==> config.mk <==
export PLATFORM = sky130hd
export DESIGN_NAME = pingpong_stream_scheduler
export DESIGN_NICKNAME = d
export VERILOG_FILES = /design/src/rtl/pingpong_stream_scheduler.sv
export SDC_FILE = /design/constraint.sdc
export NUM_CORES = 1
export LEC_CHECK = 0
export ABC_AREA = 1
export CORE_MARGIN = 2
export CORE_UTILIZATION = 25
export DETAILED_ROUTE_END_ITERATION = 8
export PLACE_DENSITY = 0.55
export SKIP_CTS_REPAIR_TIMING = 1
export SLEW_MARGIN = 40
export SYNTH_ARGS = -nofsm -noshare
export SYNTH_HDL_FRONTEND = slang
export SYNTH_SLANG_ARGS = --single-unit
==> constraint.sdc <==
create_clock -name clk -period 6.03 [get_ports clk]
set_clock_uncertainty 0.2 [all_clocks]
set_input_delay 0.603 -clock clk [delete_from_list [all_inputs] [get_ports clk]]
set_output_delay 0.603 -clock clk [all_outputs]
set_load 0.01 [all_outputs]
### Signal wires on met1, run 1

Supply wires on this layer in grey.
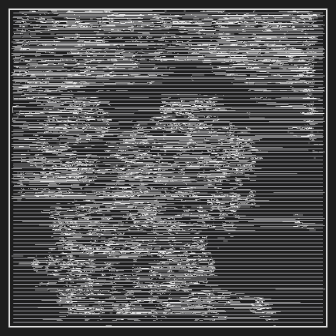
2652 nets have wire on it. The layer carries 28.0 mm of wire. The longest straight run is 143 um.
detailed-route wire length: 58400 um
M1 GR Usage: 0.305
via total after detailed routing: 15100

### Signal wires on met2, run 1

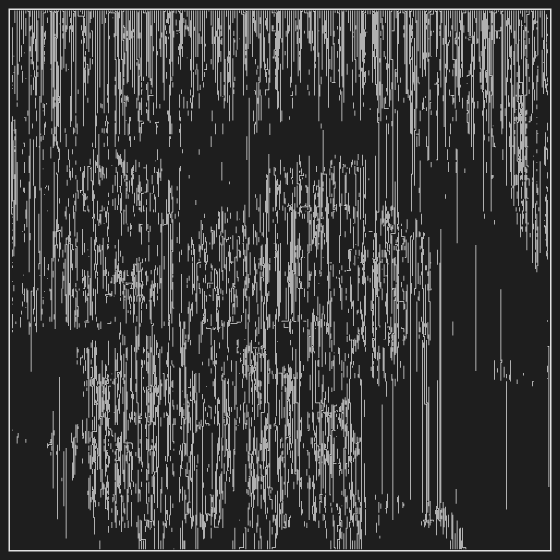
The longest straight run is 116 um. The layer carries 25.5 mm of wire. The layer holds 44% of the routed length. 2248 nets have wire on it. The wires run mostly vertical.
GR Util met2: 0.341

### Met3 routing, run 1

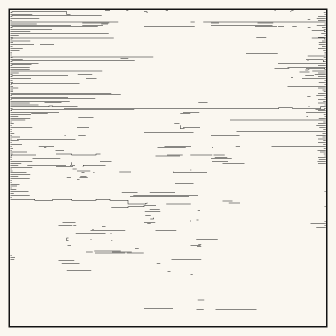
288 nets have wire on it. The layer carries 4180 um of wire.
global-route met3 utilization: 0.0570

==> impl_report.txt, run 1 <==
=== SYNTHESIS / PLACE & ROUTE SUMMARY ===
----------------------------------------------------
[Run status]
  Outcome ........................ finished, final reports clean

[Route]
  Wire length per cell after detailed routing ........................ around 17 um
  First-pass detailed-route iteration total ........................ 5
  Post-DR vias/cell ........................ 4.51
  Number of DRC violations after detailed routing ........................ 0
  Number of routed nets with antenna violations ........................ 0

[CTS]
  TritonCTS clock tree ........................ built
  Clock edge transition at the registers on the reported setup and hold paths ........................ roughly 70 ps
  Count of H-tree levels built during CTS ........................ 4
  Clock latency on the worst-skew pair ........................ 440 ps

[STA]
  Upper clock frequency limit ........................ 214 MHz
  Tightest Pin Transition ........................ 813 ps
  Headroom to the max-slew limit ........................ 0.456
  Final total negative setup slack ........................ 0 ps
  Share of the clock period used by the worst path after layout ........................ 0.776
  Worst slack on hold paths ........................ 282 ps
  Count of pins over their slew limit ........................ 0

[Worst setup path]
  Depth of the worst register-to-register path ........................ 16
  Slowest Stage Delay on Critical Path ........................ 600 ps
  Setup slack on the worst flop-to-flop path ........................ between 2000 and 2500 ps
  Max stage delay cell, worst path ........................ sky130_fd_sc_hd__buf_4
  CP Data Arrival Time ........................ 3870 ps
  Nature of the critical path startpoint ........................ register
  CP required ........................ 5230 ps

[Layout]
  Diodes inserted ........................ 0
  Tally of filler cells in the layout ........................ 5549
  Non-Filler Instances ........................ 3354
  Most frequently placed logic cell in the final layout ........................ sky130_fd_sc_hd__nand2_1
  Top library cells by usage in the layout, fill and taps aside ........................ sky130_fd_sc_hd__nand2_1 (590), sky130_fd_sc_hd__clkdlybuf4s50_1 (477), sky130_fd_sc_hd__inv_1 (427)

[GRT]
  Wire length of the first global-routing pass ........................ 87300 um

[Placement]
  Number of buffers inserted by port buffering ........................ 478
  Count of placed standard cells including taps ........................ between 3000 and 4000
  DP Wirelength ........................ roughly 48000 um
  Cell area after placement ........................ 17800 sq um
  Final GP Congestion ........................ about 1

[Logic synthesis]
  Syn nets ........................ 2439
  Flops after synth ........................ about 150
  Largest cells by area after synthesis ........................ sky130_fd_sc_hd__dfxtp_1 (24%), sky130_fd_sc_hd__nand2_1 (18%), sky130_fd_sc_hd__inv_1 (13%), sky130_fd_sc_hd__nor2_1 (11%), sky130_fd_sc_hd__nand3_1 (5.5%)
  Sequential element share of the synthesized area ........................ 0.236
  Number of distinct library cells after synthesis ........................ 44

[Floorplanning]
  Die height ........................ 228 um
  Share of the core filled by cells before placement ........................ 0.252
  Horizontal die dimension ........................ 228 um
  Die area ........................ between 50000 and 60000 sq um
  Top-Level Pins ........................ between 400 and 500

[Power and ir drop]
  Leakage power of the design ........................ ~8.5 nW
  Power Dens Cells ........................ 181 nW/um^2

----------------------------------------------------
run 1: through the flow:
step | worst slack [ps] | power [W]
floorplan | 3180 | 0.00174
global placement | 1850 | 0.00226
detailed placement | 1790 | 0.00226
CTS | 1380 | 0.00336
global route | 962 | 0.00353
finish | 1350 | 0.00334
run 1: synthesized netlist by cell type, types with 3 or more instances:
master,instances
sky130_fd_sc_hd__dfxtp_1,148
sky130_fd_sc_hd__buf_1,3
sky130_fd_sc_hd__o21ai_0,76
sky130_fd_sc_hd__nand3b_1,8
sky130_fd_sc_hd__buf_6,7
sky130_fd_sc_hd__nand3_2,6
sky130_fd_sc_hd__nor2_2,13
sky130_fd_sc_hd__nand2_2,27
sky130_fd_sc_hd__nand4_1,43
sky130_fd_sc_hd__and2_1,4
sky130_fd_sc_hd__nor4_1,27
sky130_fd_sc_hd__o21ai_1,7
sky130_fd_sc_hd__nand3_1,138
sky130_fd_sc_hd__a21oi_1,74
sky130_fd_sc_hd__inv_2,3
sky130_fd_sc_hd__xor2_1,50
sky130_fd_sc_hd__buf_2,11
sky130_fd_sc_hd__xnor2_1,29
sky130_fd_sc_hd__inv_1,428
sky130_fd_sc_hd__clkbuf_1,56
sky130_fd_sc_hd__nor3b_1,3
sky130_fd_sc_hd__ha_1,11
sky130_fd_sc_hd__nand2_1,590
sky130_fd_sc_hd__nor2_1,356
sky130_fd_sc_hd__nor3_1,73
sky130_fd_sc_hd__a21oi_2,21
sky130_fd_sc_hd__nor2_4,8
run 1: final cells by class:
type                    count  area (sq um)  share of cell area
clock buffers              17           425              0.0231
clock inverters            15           159             0.00862
inverters                 433          1630              0.0883
multi-input cells        1582          7560               0.410
flip-flops and latches    148          2970               0.161
well taps                 672           841              0.0456
repair buffers            487          4850               0.263
run 1: power groups by stage:
stage	Combinational, W	Sequential [W]	Clock (W)
after global routing	0.00129	0.00108	0.00116
final	0.00117	0.00108	0.00109
after CTS	0.00117	0.00108	0.00112
after global placement	0.00116	0.00110	0
after floorplan	0.000658	0.00108	0
after detailed placement	0.00116	0.00110	0
run 1: routing by layer:
metal	share of wire	wire length (um)	up-vias	GRT usage
met5	0.00019	11	-	0
met4	0.011	669	2	0.0323
met3	0.072	4180	39	0.0570
met2	0.44	25500	439	0.341
met1	0.48	28000	6930	0.305
li1	-	-	7711	-
run 1: worst max-delay path, delay by kind of cell, from the launching register on:
family,cells,cell delay (ps)
and+or+nand+nor,10,1500
buffers and inverters,3,1290
DFF,1,450
AOI/OAI and AO/OA,1,170
run 1: cells by family after synthesis:
family | Yosys count | share of synthesized area
AOI/OAI and AO/OA | 184 | 0.0807
xor gates and xnor gates | 79 | 0.0552
adders and majority gates | 11 | 0.0110
buffers and inverters | 515 | 0.162
DFF | 148 | 0.236
and+or+nand+nor | 1308 | 0.455
==> run 2: changes to the inputs <==
==> constraint.sdc (replaced) <==
create_clock -name clk -period 4.4 [get_ports clk]
set_clock_uncertainty 0.2 [all_clocks]
set_input_delay 0.44 -clock clk [delete_from_list [all_inputs] [get_ports clk]]
set_output_delay 0.44 -clock clk [all_outputs]
set_load 0.01 [all_outputs]
### Signal wires on met1, run 2

Supply wires on this layer in grey.
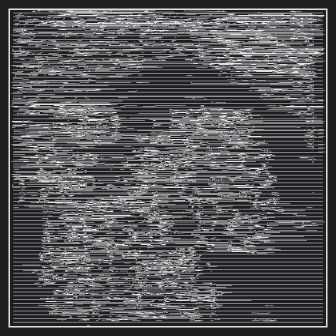
The layer holds 47% of the routed length. 2679 nets have wire on it. The wires run mostly horizontal. The longest straight run is 192 um. The layer carries 27.9 mm of wire.
detailed-route wire length: 59000 um
M1 GR Usage: 0.302
via total after detailed routing: 15200

==> run 2 against run 1 <==
Effect of this change:
- global-route usage is 0.39 points higher
- first-iteration DRC count is 4.4% lower
- sequential power is 37% higher
- critical path depth stayed put
- critical endpoint is now axis_out1_tlast
==> impl_report.txt, run 2 <==
=== SYNTHESIS / PLACE & ROUTE SUMMARY ===
----------------------------------------------------
[Run status]
  Outcome ........................ finished, final reports clean (unchanged)

[Layout]
  Non-Filler Instances ........................ 3366 (was 3354)
  Most frequently placed logic cell in the final layout ........................ sky130_fd_sc_hd__nand2_1 (unchanged)
  Tally of filler cells in the layout ........................ 5532 (was 5549)

[Worst setup path]
  Setup slack on the worst flop-to-flop path ........................ 1060 ps (was 2070 ps)
  Slowest Stage Delay on Critical Path ........................ 590 ps (was 600 ps)
  Total buffers and inverters traversed by the critical path ........................ 3 (unchanged)
  CP required ........................ 3760 ps (was 5230 ps)
  Nature of the critical path startpoint ........................ register (unchanged)
  Stages on worst setup path ........................ 14 (unchanged)
  CP Data Arrival Time ........................ 3370 ps (was 3870 ps)
  Max stage delay cell, worst path ........................ sky130_fd_sc_hd__clkdlybuf4s50_1 (was sky130_fd_sc_hd__buf_4)

[STA]
  Headroom to the max-slew limit ........................ 0.482 (was 0.456)
  Share of the clock period used by the worst path after layout ........................ 0.912
  Tightest Pin Transition ........................ 777 ps (was 813 ps)

[Route]
  First-pass detailed-route iteration total ........................ 6 (was 5)
  Wire length per cell after detailed routing ........................ 17.5 um (was 17.4 um)
  Post-DR vias/cell ........................ 4.51 (about the same)
  Number of DRC violations after detailed routing ........................ 0 (unchanged)
  Number of routed nets with antenna violations ........................ 0 (unchanged)

[Logic synthesis]
  Flops after synth ........................ 148 (unchanged)
  Multiplexer area fraction after synthesis ........................ 0 (unchanged)
  Most repeated cell in the gate-level netlist after synthesis ........................ sky130_fd_sc_hd__nand2_1 (unchanged)
  Ao+oa area frac ........................ 0.0807 (unchanged)
  Largest cells by area after synthesis ........................ sky130_fd_sc_hd__dfxtp_1 (24%), sky130_fd_sc_hd__nand2_1 (18%), sky130_fd_sc_hd__inv_1 (13%), sky130_fd_sc_hd__nor2_1 (11%), sky130_fd_sc_hd__nand3_1 (5.5%) (unchanged)
  Most frequent cells after synthesis ........................ sky130_fd_sc_hd__nand2_1 (590), sky130_fd_sc_hd__inv_1 (428), sky130_fd_sc_hd__nor2_1 (356) (unchanged)
  Area fraction in xor and xnor cells ........................ 0.0552 (unchanged)
  Syn nets ........................ 2439 (unchanged)
  Simple-Gate Area Share ........................ 0.455 (unchanged)
  Sequential element share of the synthesized area ........................ 0.236 (unchanged)

[GRT]
  Wire length of the first global-routing pass ........................ 89100 um (was 87300 um)

[CTS]
  TritonCTS clock tree ........................ built (unchanged)
  Count of H-tree levels built during CTS ........................ 4 (unchanged)
  Clock edge transition at the registers on the reported setup and hold paths ........................ 60 ps (was 70 ps)
  Clock latency on the worst-skew pair ........................ 440 ps (about the same)

[Floorplanning]
  Die height ........................ 228 um (unchanged)
  Die area ........................ 52000 sq um (unchanged)
  Top-Level Pins ........................ 479 (unchanged)
  Share of the core filled by cells before placement ........................ 0.252 (unchanged)

[Placement]
  DP Wirelength ........................ 48700 um (was 48100 um)
  Final GP Congestion ........................ 0.954 (was 0.971)

[Power and ir drop]
  Power Dens Cells ........................ 252 nW/um^2 (was 181 nW/um^2)

----------------------------------------------------
### Signal wires on met2, run 2

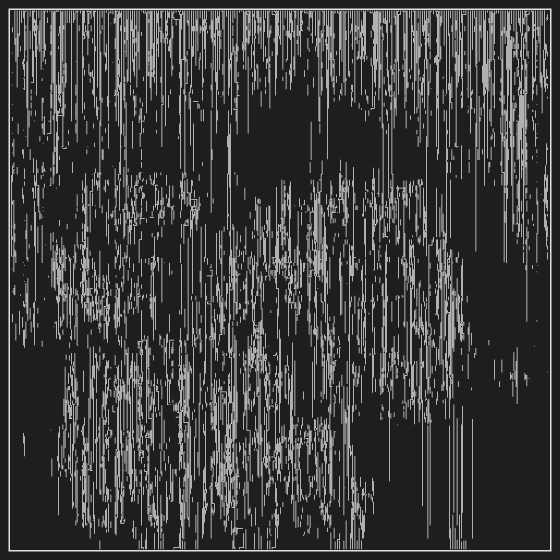
The layer holds 44% of the routed length. The longest straight run is 86.0 um.
GR Util met2: 0.347

==> run 2: cell count changes in the layout (fill, tap and decap cells not counted), moves of 2 or more <==
cell	previous run	this run
sky130_fd_sc_hd__buf_4	9	16
sky130_fd_sc_hd__inv_8	5	1
sky130_fd_sc_hd__diode_2	0	3
sky130_fd_sc_hd__bufinv_16	1	3
sky130_fd_sc_hd__clkbuf_8	0	2
sky130_fd_sc_hd__inv_6	5	3
==> run 2: cell type report <==
type                            count  area share
Timing Repair Buffer              496       0.266
Tap cell                          672      0.0453
Inverter                          433      0.0878
Sequential cell                   148       0.160
Multi-Input combinational cell   1582       0.407
Antenna cell                        3    0.000405
Clock buffer                       20      0.0246
Clock inverter                     12     0.00904
==> run 2: power by group through the flow <==
stage,Sequential [W],Clock [W],Combinational (W)
global placement,0.00151,0,0.00160
CTS,0.00148,0.00162,0.00161
detailed placement,0.00151,0,0.00160
finish,0.00148,0.00159,0.00160
floorplan,0.00148,0,0.000902
global route,0.00149,0.00166,0.00178
==> run 2: per-layer routing <==
| layer | share of wire | vias to the layer above | global-route usage |
|---|---|---|---|
| met5 | 0 | - | 0 |
| met4 | 0.011 | 0 | 0.0378 |
| met3 | 0.076 | 38 | 0.0671 |
| met2 | 0.44 | 431 | 0.347 |
| met1 | 0.47 | 6978 | 0.302 |
| li1 | - | 7741 | - |
==> run 2: logic make-up after synthesis <==
group	count (synthesis)
buffers and inverters	515
and+or+nand+nor	1308
DFF	148
adders and majority gates	11
xor gates and xnor gates	79
AOI/OAI and AO/OA	184
==> run 2: worst min-delay path, cell delays in order (launching register included) <==
cell                      delay [ps]
sky130_fd_sc_hd__dfxtp_1         320
sky130_fd_sc_hd__nand2_1          60
sky130_fd_sc_hd__a21oi_1          50
==> run 2: through the flow <==
step	hold WS (ps)	total power, W	setup slack (ps)	utilization	cell area, sq um
2_1_floorplan	248	0.00238	1710	-	12500
3_3_place_gp	268	0.00311	770	0.359	17900
3_5_place_dp	278	0.00311	721	0.359	17900
4_1_cts	290	0.00471	214	0.372	18500
5_1_grt	318	0.00494	151	0.372	18500
6_report	283	0.00467	389	0.372	18500
Power and IR drop assume default switching activity.
